<file path="src/rtl/mux_scan_nw_pkg.sv">
// Shared mode encodings and default geometry for the scanning N:1 registered mux.
package mux_scan_nw_pkg;

  localparam logic MODE_MANUAL = 1'b0;
  localparam logic MODE_SCAN   = 1'b1;

  localparam int unsigned DEF_N     = 4;
  localparam int unsigned DEF_W     = 8;
  localparam int unsigned DEF_SW    = 2;
  localparam int unsigned DEF_DWELL = 4;

  // Dwell counter width; DWELL is capped at 255.
  localparam int unsigned DCW = 8;

endpackage

</file>
<file path="src/rtl/mux_scan_nw_ctrl.sv">
// Stage-1 select register: manual load or auto-scan with a per-channel dwell counter.
module mux_scan_ctrl
  import mux_scan_nw_pkg::*;
#(
  parameter int unsigned N     = DEF_N,
  parameter int unsigned SW    = DEF_SW,
  parameter int unsigned DWELL = DEF_DWELL
) (
  input  logic          i_clk,
  input  logic          i_rst,
  input  logic          i_mode,
  input  logic          i_hold,
  input  logic [SW-1:0] i_sel_in,
  output logic [SW-1:0] o_sel_cur,
  output logic          o_wrap
);

  logic [SW-1:0]  r_sel;
  logic [SW-1:0]  w_sel_nxt;
  logic [DCW-1:0] r_cnt;
  logic [DCW-1:0] w_cnt_nxt;
  logic           r_wrap;
  logic           w_wrap_nxt;
  logic           w_last;
  logic           w_at_top;

  assign w_last   = (r_cnt == DCW'(DWELL - 1));
  // Out-of-range selects also count as "at top" so a scan recovers to channel 0.
  assign w_at_top = (r_sel >= SW'(N - 1));

  always_comb begin
    w_sel_nxt  = r_sel;
    w_cnt_nxt  = r_cnt;
    w_wrap_nxt = 1'b0;
    if (!i_hold) begin
      if (i_mode == MODE_MANUAL) begin
        w_sel_nxt = i_sel_in;
        w_cnt_nxt = '0;
      end else if (!w_last) begin
        w_cnt_nxt = r_cnt + DCW'(1);
      end else begin
        w_cnt_nxt = '0;
        if (w_at_top) begin
          w_sel_nxt  = '0;
          w_wrap_nxt = 1'b1;
        end else begin
          w_sel_nxt = r_sel + SW'(1);
        end
      end
    end
  end

  always_ff @(posedge i_clk) begin
    if (i_rst) begin
      r_sel  <= '0;
      r_cnt  <= '0;
      r_wrap <= 1'b0;
    end else begin
      r_sel  <= w_sel_nxt;
      r_cnt  <= w_cnt_nxt;
      r_wrap <= w_wrap_nxt;
    end
  end

  assign o_sel_cur = r_sel;
  assign o_wrap    = r_wrap;

endmodule

</file>
<file path="src/rtl/mux_scan_nw.sv">
// N-channel W-bit registered mux with manual/auto-scan select and decode probes.
module mux_scan_nw
  import mux_scan_nw_pkg::*;
#(
  parameter int unsigned N     = DEF_N,
  parameter int unsigned W     = DEF_W,
  parameter int unsigned SW    = DEF_SW,
  parameter int unsigned DWELL = DEF_DWELL
) (
  input  logic           i_clk,
  input  logic           i_rst,
  input  logic           i_mode,
  input  logic           i_hold,
  input  logic [SW-1:0]  i_sel_in,
  input  logic [N*W-1:0] i_data_in,
  output logic [W-1:0]   o_data_out,
  output logic [SW-1:0]  o_sel_cur,
  output logic [N-1:0]   o_onehot,
  output logic           o_sel_err,
  output logic           o_wrap,
  output logic           o_valid
);

  localparam int unsigned SEW = SW + 1;

  logic [SW-1:0] w_sel_cur;
  logic [W-1:0]  w_data;
  logic [N-1:0]  w_onehot;
  logic          w_sel_err;
  logic [W-1:0]  r_data;
  logic [N-1:0]  r_onehot;
  logic          r_sel_err;
  logic          r_v1;
  logic          r_valid;

  mux_scan_ctrl #(
    .N     (N),
    .SW    (SW),
    .DWELL (DWELL)
  ) u_ctrl (
    .i_clk     (i_clk),
    .i_rst     (i_rst),
    .i_mode    (i_mode),
    .i_hold    (i_hold),
    .i_sel_in  (i_sel_in),
    .o_sel_cur (w_sel_cur),
    .o_wrap    (o_wrap)
  );

  // Channel decode; out-of-range selects leave data and one-hot at zero.
  always_comb begin
    w_data   = '0;
    w_onehot = '0;
    for (int k = 0; k < N; k++) begin
      if (w_sel_cur == SW'(k)) begin
        w_data      = i_data_in[k*W +: W];
        w_onehot[k] = 1'b1;
      end
    end
  end

  assign w_sel_err = ({1'b0, w_sel_cur} >= SEW'(N));

  always_ff @(posedge i_clk) begin
    if (i_rst) begin
      r_data    <= '0;
      r_onehot  <= '0;
      r_sel_err <= 1'b0;
      r_v1      <= 1'b0;
      r_valid   <= 1'b0;
    end else begin
      r_data    <= w_data;
      r_onehot  <= w_onehot;
      r_sel_err <= w_sel_err;
      r_v1      <= 1'b1;
      r_valid   <= r_v1;
    end
  end

  assign o_data_out = r_data;
  assign o_sel_cur  = w_sel_cur;
  assign o_onehot   = r_onehot;
  assign o_sel_err  = r_sel_err;
  assign o_valid    = r_valid;

endmodule

</file>
<file path="config.mk">
export PLATFORM = sky130hd
export DESIGN_NAME = mux_scan_nw
export DESIGN_NICKNAME = d
export VERILOG_FILES = /design/src/rtl/mux_scan_nw_pkg.sv /design/src/rtl/mux_scan_nw_ctrl.sv /design/src/rtl/mux_scan_nw.sv
export SDC_FILE = /design/constraint.sdc
export NUM_CORES = 1
export LEC_CHECK = 0
export CORE_ASPECT_RATIO = 2
export CORE_MARGIN = 4
export CORE_UTILIZATION = 41
export CTS_BUF_LIST = sky130_fd_sc_hd__clkbuf_16
export CTS_CLUSTER_DIAMETER = 100
export DETAILED_ROUTE_END_ITERATION = 7
export MAX_ROUTING_LAYER = met4
export PLACE_DENSITY = 0.79
export SYNTH_ARGS = -nofsm -noshare
export SYNTH_HDL_FRONTEND = slang
export SYNTH_SLANG_ARGS = --single-unit
</file>
<file path="constraint.sdc">
create_clock -name i_clk -period 2.3 [get_ports i_clk]
set_input_delay 0.46 -clock i_clk [delete_from_list [all_inputs] [get_ports i_clk]]
set_output_delay 0.46 -clock i_clk [all_outputs]
set_load 0.05 [all_outputs]
</file>
==> results_slide.txt, run 1 <==
Key Metrics from the Run

Outcome
  – Status: finished, final reports clean

Critical path
  – Reg-to-Reg Start: u_ctrl.r_cnt[0]$_SDFFE_PP0N_
  – CP Capture Type: output port
  – CP max stage delay: 860 ps
  – RR Endpoint: u_ctrl.o_sel_cur[0]$_SDFFE_PP0P_

Power and ir drop
  – Net Sw Frac: 25.62%
  – Total Power: 1107 µW
  – P_int: 823.6 µW
  – Worst vdd ir: approximately 0.64 mV
  – Clock power frac: 32.6%

Floorplan
  – Fp_density: 42.01%

Global routing
  – Vias in the first global route: 1,217
  – Grt ovf: 0

Layout
  – Layout cells sized above 1: under 10%
  – Ant. Diodes: 0

Synthesis
  – Netlist Area Pre-Place: 1236 µm²
  – Simple-Gate Area Share: 22.27%
  – Syn Inst Count: 143
  – Cell Type Count: 32
  – Synth warnings: 0
  – Post-Syn Nets: 187
  – Synth Area in XOR/XNOR: approximately 2.1%

Clocking
  – CTS tree: built
  – Number of hold buffers added after CTS: 0

Final timing
  – Setup TNS: 0 ps
  – Cycle use final: 89.06%
  – Max Slew Vio Count: 0

Min path
  – Min-delay src: r_v1$_DFF_P_
  – Hold Path Stages: 1

Placement
  – Routability Congestion: 0.7987
==> run 1: Yosys cell counts (2+ instances only) <==
library cell and instances:
clkbuf_1 8, nor3b_1 2, xor2_1 2, inv_1 11, nand4b_1 2, nand3b_1 9, dfxtp_1 25, nor2b_1 6
a21oi_1 22, nand2_1 14, or3_1 3, nor2_1 3, a221o_1 8, ha_1 6, o21ai_0 4, or4_1 2
==> run 1: power by group through the flow <==
| stage | combinational [µW] | sequential [µW] | clock (µW) |
|---|---|---|---|
| after global routing | 301 | 468 | 393 |
| final | 280 | 466 | 361 |
| after detailed placement | 280 | 475 | 0 |
| after floorplan | 86.1 | 544 | 0 |
| after global placement | 277 | 475 | 0 |
| after CTS | 283 | 466 | 371 |
==> run 1: layer usage <==
metal	global-route usage, %	part of all wire (%)	up-vias
li1	-	-	600
met1	19.27	38	544
met2	32.09	51	57
met3	2.941	11	2
met4	3.023	0.41	0
met5	-	0	-
==> run 1: final cells by class <==
cell class	count	area (µm²)
clock buffer	3	75.07
clock inverter	1	3.754
fill	247	1076
inverter	11	41.29
multi-input combinational	96	640.6
sequential	25	500.5
tap	30	37.54
timing repair buffer	58	568.0
==> run 1: state kept, by name (all words and copies together) (netlist names) <==
name and cells:
u_ctrl.o_wrap 1, u_ctrl.r_cnt 8, u_ctrl.o_sel_cur 2, o_valid 1
r_v1 1, o_onehot 4, o_data_out 8
==> run 1: metrics by stage <==
stage,std cells,worst slack (ps),hold slack (ps),utilization (%)
final,224,251.6,433.7,63.44
after global routing,224,165.7,461.3,63.44
after CTS,224,231.5,436.3,63.44
after detailed placement,220,235.8,422.3,60.76
after global placement,220,274.6,419.0,60.76
after floorplan,143,351.1,413.8,-
Figure 1. Track usage over the die (run 1).
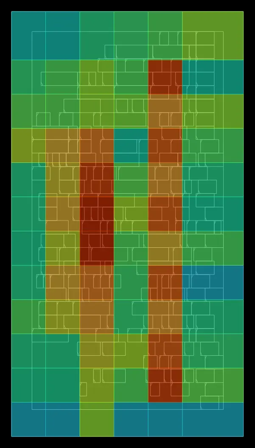
final design utilization: 63.44%
met3 Use GR: 2.941%
met1 Use GR: 19.27%
GRT busiest layer: met2
GRT Total Usage: 17.68%

Figure 2. Met1 routing (run 1).
Scale: 4 px per µm.
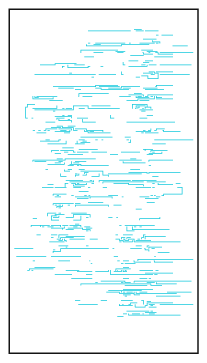
wire length on this layer	1,300 µm
nets with wire on the layer	201

Figure 3. Selected gate families (run 1).
Scale: 4 px per µm.
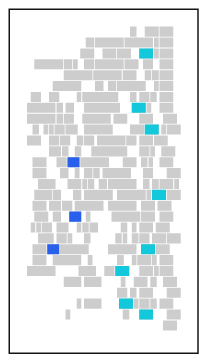
colour	family	cells	most used
cyan	non-inverting ao/oa cells	8	a221o_1
blue	xor and xnor cells	3	xor2_1

==> run 2: changes to the inputs <==
REMOVE_ABC_BUFFERS = 1   (was default)
SETUP_SLACK_MARGIN = 0.02   (was default)
Figure 4. Track usage over the die (run 2).
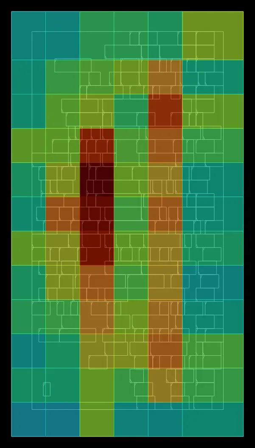
drt wl/cell: 15.30 µm
final design utilization: 63.22%
met1 Use GR: 18.79%
met2 Resource Use GR: 31.72%
GRT Total Usage: 17.82%

==> run 2 against run 1 <==
Effect of this change: power increased by 1.5%; global-route usage increased by 0.14 points; largest power group unchanged; clock skew increased by 1.2 ps; clock power increased by 5.8%; via count increased by 3.6%; critical endpoint unchanged; highest routed layer unchanged; largest cell class unchanged.
==> results_slide.txt, run 2 <==
Key Metrics from the Run

Layout
  – Clock-cell share: 4.304% (was 4.223%)
  – Multi-input gates: 96 (unchanged)
  – Top class by area: multi-input combinational cells (unchanged)
  – Fillers: 263 (was 247)
  – Buffers outside the clock class: 57 (was 58)
  – Logic share of the area: 34.43% (was 34.32%)
  – Invs w/o clock: 11 (unchanged)
  – Flop share of the area: 26.90% (was 26.81%)
  – Top cells excl fill/tap: clkdlybuf4s50_1 (53), dfxtp_1 (25), a21oi_1 (22) (unchanged)
  – Num sequential: 25 (unchanged)
  – NonClk Buf Share: 30.13% (was 30.43%)
  – Clkbuf count: 3 (unchanged)
  – Sequential Area: 500.5 µm² (unchanged)
  – Logic area: 640.6 µm² (unchanged)
  – Layout cells sized above 1: 5.181% (was 5.155%)
  – Layout Area Growth over Synthesis: 50.51% (was 51.01%)
  – Ant. Diodes: 0 (unchanged)

Global routing
  – Vias in the first global route: 1,220 (was 1,217)
  – Grt ovf: 0 (unchanged)
  – Initial antenna violation count: 0 (unchanged)

Final timing
  – Cycle use final: 87.71% (was 89.06%)
  – Max Slew Vio Count: 0 (unchanged)
  – Setup Skew: 2.315 ps (was 1.129 ps)
  – Final setup violation count: 0 (unchanged)
  – Setup TNS: 0 ps (unchanged)

Synthesis
  – Syn Inst Count: 143 (unchanged)
  – Top-count cell post-synth: dfxtp_1 (unchanged)
  – Commonest cells post-synth: dfxtp_1 (25), a21oi_1 (22), nand2_1 (14) (unchanged)
  – Main flop type: dfxtp_1 (unchanged)
  – Synth warnings: 0 (unchanged)
  – Number of enable flip-flop cells: 0 (unchanged)
  – Cell Type Count: 32 (unchanged)
  – Netlist Area Pre-Place: 1236 µm² (unchanged)

Clocking
  – Post-CTS setup repair buffer count: 0 (unchanged)
  – # resized after CTS: 0 (unchanged)
  – Number of hold buffers added after CTS: 0 (unchanged)
  – CTS tree: built (unchanged)

Critical path
  – CP Capture Type: output port (unchanged)
  – Critical Path Fanout Max: 7 (unchanged)
  – CP Launch Type: flip-flop (unchanged)
  – CP max stage delay: 860 ps (about the same)

Placement
  – Routability Congestion: 0.8447 (was 0.7987)

Outcome
  – Status: finished, final reports clean (unchanged)

Floorplan
  – Fp_density: 42.01% (unchanged)
  – N_taps: 30 (unchanged)

Power and ir drop
  – Worst vdd ir: 0.5161 mV (was 0.6389 mV)
  – Total Power: 1124 µW (was 1107 µW)
Figure 5. Selected gate families (run 2).
Scale: 4 px per µm.
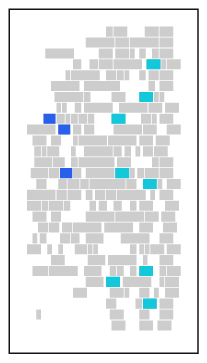
colour	family	cells	most used
cyan	non-inverting ao/oa cells	8	a221o_1
blue	xor and xnor cells	3	xor2_1

==> run 2: cell counts after synthesis <==
Identical to the previous run, type by type.
==> run 2: final timing paths <==
| path | start | end | cells after the start |
|---|---|---|---|
| setup / recovery | u_ctrl.o_sel_cur[0]$_SDFFE_PP0P_ | o_sel_cur[0] | 1 |
| hold / removal | r_v1$_DFF_P_ | o_valid$_SDFF_PP0_ | 1 |
| setup reg to reg | u_ctrl.r_cnt[0]$_SDFFE_PP0N_ | u_ctrl.o_sel_cur[0]$_SDFFE_PP0P_ | 4 |
| hold reg to reg | r_v1$_DFF_P_ | o_valid$_SDFF_PP0_ | 1 |
==> run 2: per-stage QoR <==
stage	std cells	hold slack [ps]	setup slack, ps
6_report	223	442.9	282.7
3_5_place_dp	219	428.1	214.9
2_1_floorplan	132	413.8	548.0
4_1_cts	223	442.9	289.3
5_1_grt	223	456.0	243.6
3_3_place_gp	219	421.4	259.2
==> run 2: power by group <==
part           internal (µW)  leakage, µW  switching [µW]
Combinational            135     0.000470             142
Sequential               455     0.000205            9.34
Clock                    234    0.0000409             148
==> run 2: routing by layer <==
metal  routed length, µm  share of wire [%]  global-route usage [%]  vias up
met3                 353                 10                   3.151        9
met2                1784                 52                   31.72       66
met5                   0                  0                       -        -
met4                  83                2.4                   5.290        0
li1                    -                  -                       -      599
met1                1191                 35                   18.79      572
==> run 2: kinds of logic after synthesis <==
group / synth area share [%]
adders and majority gates: 6.073
other: 0.3034
buffers and inverters: 7.692
DFF: 40.49
and+or+nand+nor: 22.27
xor gates and xnor gates: 2.126
muxes: 1.721
AOI/OAI and AO/OA: 19.33
Power and IR drop assume default switching activity.
